**Clock network drawn from the DEF**

The bar under the picture is 20 um long.
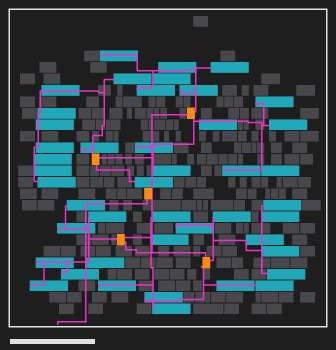
**Register map, names as in the netlist**

The bar under the picture is 20 um long. Other sequential cells in the stronger grey, the rest of the logic in the fainter grey.
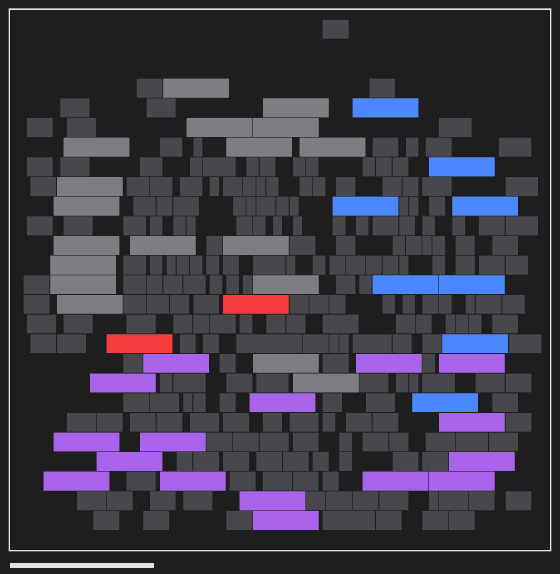
**Wire density map**

15 x 15 tiles, from dark blue (low) to red (high), scaled to the fullest tile. Values are wire area over tile area, all layers added.
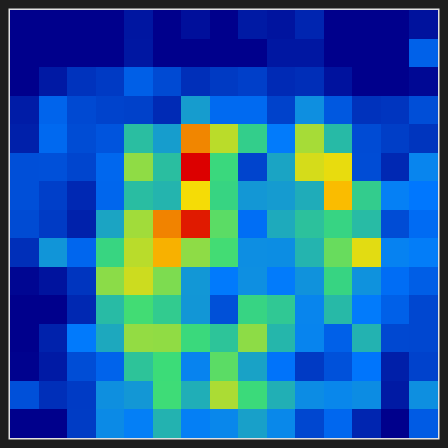
**Placement view**

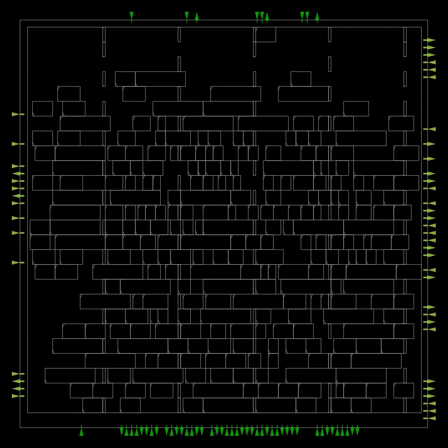
**Drive-strength map**

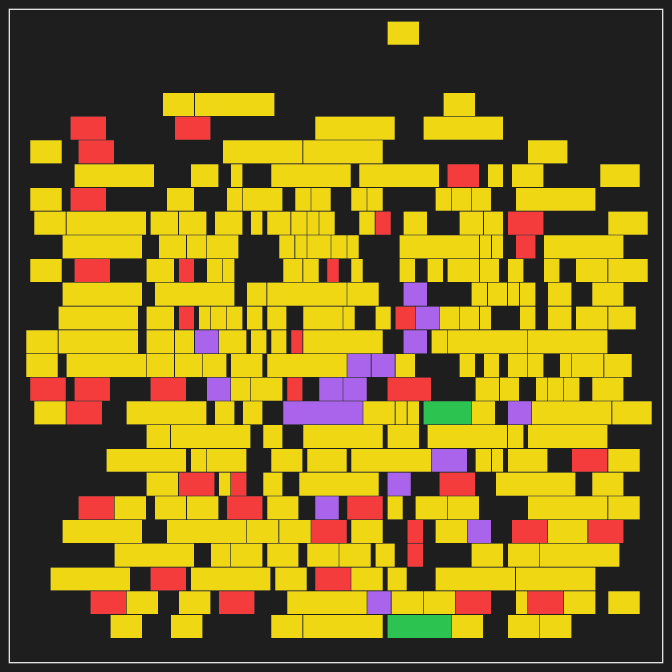
[src/rtl/spr_pkg.sv]
// Shared types and default widths for the single-port RAM burst controller.
package spr_pkg;

    localparam int AW = 8;
    localparam int DW = 16;
    localparam int LW = 8;

    typedef enum logic [1:0] {
        IDLE  = 2'd0,
        WRITE = 2'd1,
        READ  = 2'd2
    } state_t;

endpackage

[src/rtl/spr_burst_ctrl_if.sv]
// Host-side bus of the burst controller: command, write-beat and read-beat channels.
// Handshakes: a transfer happens on a rising edge where valid and ready are both 1;
// valid may not depend on ready. The read stream has no ready and must always be taken.
interface spr_burst_ctrl_if #(
    parameter int AW = spr_pkg::AW,
    parameter int DW = spr_pkg::DW,
    parameter int LW = spr_pkg::LW
) (
    input logic CLK
);
    logic          cmd_valid;
    logic          cmd_ready;
    logic          cmd_write;
    logic [AW-1:0] cmd_addr;
    logic [LW-1:0] cmd_len;
    logic          wr_valid;
    logic          wr_ready;
    logic [DW-1:0] wr_data;
    logic          rd_valid;
    logic [DW-1:0] rd_data;
    logic          busy;

    modport master (
        input  CLK,
        output cmd_valid, cmd_write, cmd_addr, cmd_len, wr_valid, wr_data,
        input  cmd_ready, wr_ready, rd_valid, rd_data, busy
    );

    modport slave (
        input  CLK,
        input  cmd_valid, cmd_write, cmd_addr, cmd_len, wr_valid, wr_data,
        output cmd_ready, wr_ready, rd_valid, rd_data, busy
    );
endinterface

[src/rtl/spr_burst_ctrl.sv]
// Burst read/write initiator for one SPR_design RAM; sole driver of the RAM port.
module spr_burst_ctrl
    import spr_pkg::*;
#(
    parameter int AW = spr_pkg::AW,
    parameter int DW = spr_pkg::DW,
    parameter int LW = spr_pkg::LW
) (
    input  logic              CLK,
    input  logic              RST,
    spr_burst_ctrl_if.slave   bus,
    output logic              ram_wen,
    output logic [AW-1:0]     ram_address,
    output logic [DW-1:0]     ram_data,
    input  logic [DW-1:0]     ram_q,
    output state_t            dbg_state
);
    state_t        r_state;
    logic [AW-1:0] r_cur_addr;
    logic [LW-1:0] r_beat_cnt;
    logic [LW-1:0] r_len;
    logic          r_rd_pend;
    logic          r_rd_valid;
    logic [DW-1:0] r_rd_data;
    logic          w_wr_fire;
    logic          w_last;

    assign w_wr_fire = (r_state == WRITE) && bus.wr_valid;
    assign w_last    = (r_beat_cnt == r_len);

    always_ff @(posedge CLK or posedge RST) begin
        if (RST) begin
            r_state    <= IDLE;
            r_cur_addr <= '0;
            r_beat_cnt <= '0;
            r_len      <= '0;
            r_rd_pend  <= 1'b0;
            r_rd_valid <= 1'b0;
            r_rd_data  <= '0;
        end else begin
            // Q of an address issued last cycle is valid now; register it here.
            r_rd_pend  <= (r_state == READ);
            r_rd_valid <= r_rd_pend;
            if (r_rd_pend) begin
                r_rd_data <= ram_q;
            end

            case (r_state)
                IDLE: begin
                    if (bus.cmd_valid) begin
                        r_cur_addr <= bus.cmd_addr;
                        r_len      <= bus.cmd_len;
                        r_beat_cnt <= '0;
                        r_state    <= bus.cmd_write ? WRITE : READ;
                    end
                end
                WRITE: begin
                    if (bus.wr_valid) begin
                        r_cur_addr <= r_cur_addr + AW'(1);
                        r_beat_cnt <= r_beat_cnt + LW'(1);
                        if (w_last) begin
                            r_state <= IDLE;
                        end
                    end
                end
                READ: begin
                    r_cur_addr <= r_cur_addr + AW'(1);
                    r_beat_cnt <= r_beat_cnt + LW'(1);
                    if (w_last) begin
                        r_state <= IDLE;
                    end
                end
                default: r_state <= IDLE;
            endcase
        end
    end

    assign bus.cmd_ready = (r_state == IDLE);
    assign bus.wr_ready  = (r_state == WRITE);
    assign bus.rd_valid  = r_rd_valid;
    assign bus.rd_data   = r_rd_data;
    assign bus.busy      = (r_state != IDLE) || r_rd_pend || r_rd_valid;

    assign ram_wen     = w_wr_fire;
    assign ram_address = r_cur_addr;
    assign ram_data    = bus.wr_data;
    assign dbg_state   = r_state;
endmodule

[src/flat_wrapper.sv]
// flat-port wrapper written by rule: the top's interface ports become plain ports
module spr_burst_ctrl_flat import spr_pkg::*;
#(
    parameter int AW = spr_pkg::AW,
    parameter int DW = spr_pkg::DW,
    parameter int LW = spr_pkg::LW
)
  (CLK, RST, ram_wen, ram_address, ram_data, ram_q, dbg_state, bus_cmd_valid, bus_cmd_write, bus_cmd_addr, bus_cmd_len, bus_wr_valid, bus_wr_data, bus_cmd_ready, bus_wr_ready, bus_rd_valid, bus_rd_data, bus_busy);
  spr_burst_ctrl_if #(.AW(AW), .DW(DW), .LW(LW)) bus_i (.CLK(CLK));
  input  logic CLK;
  input  logic RST;
  output logic ram_wen;
  output logic [AW-1:0] ram_address;
  output logic [DW-1:0] ram_data;
  input  logic [DW-1:0] ram_q;
  output state_t dbg_state;
  input wire logic [$bits(bus_i.cmd_valid)-1:0] bus_cmd_valid;
  input wire logic [$bits(bus_i.cmd_write)-1:0] bus_cmd_write;
  input wire logic [$bits(bus_i.cmd_addr)-1:0] bus_cmd_addr;
  input wire logic [$bits(bus_i.cmd_len)-1:0] bus_cmd_len;
  input wire logic [$bits(bus_i.wr_valid)-1:0] bus_wr_valid;
  input wire logic [$bits(bus_i.wr_data)-1:0] bus_wr_data;
  output wire logic [$bits(bus_i.cmd_ready)-1:0] bus_cmd_ready;
  output wire logic [$bits(bus_i.wr_ready)-1:0] bus_wr_ready;
  output wire logic [$bits(bus_i.rd_valid)-1:0] bus_rd_valid;
  output wire logic [$bits(bus_i.rd_data)-1:0] bus_rd_data;
  output wire logic [$bits(bus_i.busy)-1:0] bus_busy;
  assign bus_i.cmd_valid = bus_cmd_valid;
  assign bus_i.cmd_write = bus_cmd_write;
  assign bus_i.cmd_addr = bus_cmd_addr;
  assign bus_i.cmd_len = bus_cmd_len;
  assign bus_i.wr_valid = bus_wr_valid;
  assign bus_i.wr_data = bus_wr_data;
  assign bus_cmd_ready = bus_i.cmd_ready;
  assign bus_wr_ready = bus_i.wr_ready;
  assign bus_rd_valid = bus_i.rd_valid;
  assign bus_rd_data = bus_i.rd_data;
  assign bus_busy = bus_i.busy;
  spr_burst_ctrl #(.AW(AW), .DW(DW), .LW(LW)) u_core (.CLK(CLK), .RST(RST), .bus(bus_i), .ram_wen(ram_wen), .ram_address(ram_address), .ram_data(ram_data), .ram_q(ram_q), .dbg_state(dbg_state));
endmodule
[config.mk]
export PLATFORM = sky130hd
export DESIGN_NAME = spr_burst_ctrl_flat
export DESIGN_NICKNAME = d
export VERILOG_FILES = /design/src/rtl/spr_pkg.sv /design/src/rtl/spr_burst_ctrl_if.sv /design/src/rtl/spr_burst_ctrl.sv /design/src/flat_wrapper.sv
export SDC_FILE = /design/constraint.sdc
export NUM_CORES = 1
export LEC_CHECK = 0
export CORE_UTILIZATION = 43
export CTS_BUF_LIST = sky130_fd_sc_hd__clkbuf_2
export CTS_CLUSTER_DIAMETER = 150
export DETAILED_ROUTE_END_ITERATION = 7
export PLACE_DENSITY = 0.83
export SETUP_SLACK_MARGIN = 0.05
export SLEW_MARGIN = 20
export SYNTH_ARGS = -nofsm -noshare
export SYNTH_HDL_FRONTEND = slang
export SYNTH_SLANG_ARGS = --single-unit
[constraint.sdc]
create_clock -name CLK -period 2.6 [get_ports CLK]
set_input_delay 0.78 -clock CLK [delete_from_list [all_inputs] [get_ports CLK]]
set_output_delay 0.78 -clock CLK [all_outputs]
set_load 0.05 [all_outputs]
==> out/results.ini <==
[clock_network]
cts-hold-fix-buffers=0
cts_tree=built
numCtsBuffers=5
post_cts_buffers=4
cts_buffer_depth=2
htreeDepth=2

[global_route]
grt_pass1_wl_um=8720
grtUsageTotal=0.208
use_met2=0.364
antenna_found_initial=0
grt-ovfl-total=0
met3_usage=0.0415

[detailed_routing]
wl_met1_um=2170
drtPass1Iterations=4
viasPerCell=5.43
top_layer=met4
avgRoutedWirePerCell_um=15.3
dr_wl_met3_um=268
vias=1861
postRouteAntennaNets=0

[critical_path]
cp-endpoint=bus_busy
cp.depth=4
critPathKind=flip-flop to output port
path_delay_family=flip-flops
reg2reg_depth=8
cp_max_fo=6
critPathLaunchType=flip-flop
cp_cell_sequence=inv_2, ha_4, or3b_4, buf_8
cp-end-kind=output port
crit_start=u_core.dbg_state[0]
slowest_stage=dfrtp_1
timing.rr.start=u_core.dbg_state[0]

[synth]
synthMuxAreaShare=0.147
yosys_area_mm2=0.00228
ys_sh_adder=0.0275
yosys_cells=210
yosys.area_share.xor_xnor=0.0308
yosys-top-cells-count=44 x dfrtp_1, 25 x mux2_2, 16 x buf_4
synth-edff-count=0
ys_types=36
syn_area_per_cell_um2=10.8
ys_async_sr_fraction=1.00
synth_top_area_share=0.484
flop_cell=dfrtp_1
syn_inst=210
simple_gate_share=0.141
compound_area_frac=0.0929

[die]
fp.coreArea_mm2=0.00511
chipArea_mm2=0.00559
ioPinCount=100

[finish]
inverters=5
clock_area_frac=0.0127
fin_cells=343
largest_class=sequential cells
syn2layout_area_growth_pct=33.9
sh_comb_area=0.333
buffers=79
finalCoreUtilization=0.597
combGateArea_mm2=0.00102
antennaDiodeCount=0
drive_above_1_share=0.205

[final_timing]
whs_ps=532
final_hold_viol_count=0
fin_crit_sh=0.935
finalSetupViolCount=0
finalMaxSlewViolations=0
setup_tns_ps=0
worst_slack_ps=169
max_slew.worst_pin.slew_ps=561
max_slew_margin=0.627

[place]
dp_slack_ps=177
gp_congestion=0.838
placed_cell_area_mm2=0.00295
dp_cells=330
port_buffers=67

[pwr]
switching_share=0.498
power_leader=combinational logic
ir_worst_vdd_uv=696
p_sw_w=0.00214
powerComb_w=0.00280
seq_power_share=0.283

[min_path]
hold_path.class=flip-flop to flip-flop
hold_depth=1
whs_endpoint=u_core.bus.rd_data[2]

[run_status]
outcome=complete, no violations

Notes on 'clock network drawn from the DEF' above:
[orange] clock-net drivers | count: 5
[magenta] clock wires | length: 533 um
[cyan] flip-flops | count: 44
flops lie: all over the die
routed clock nets: 6
Fin Clk Skew: 33.3 ps
worst skew pair latency: 430 ps
power share of the clock group: 0.066
power in the clock group: 0.000282 W

Notes on 'register map, names as in the netlist' above:
| colour | name in the netlist | sequential cells |
|---|---|---|
| blue | u_core.ram_address | 8 |
| red | u_core.dbg_state | 2 |
| purple | u_core.bus.rd_data | 16 |
not coloured: 18
Flop area: 0.00110 mm2
flop share of the area: 0.361

Notes on 'wire density map' above:
fullest tile: 0.58
nearly empty tiles: 14%
densest ninth of the die: centre

Notes on 'placement view' above:
sequential cell count: 44
Well Taps: 70
Fillers: 444

Notes on 'drive-strength map' above:
| colour | size | cells |
|---|---|---|
| green | x6 and larger | 2 |
| purple | x3 and x4 | 16 |
| red | x2 | 38 |
| yellow | x1 and smaller | 217 |

Power figures rest on the tool's default switching activity, not on a simulated workload.
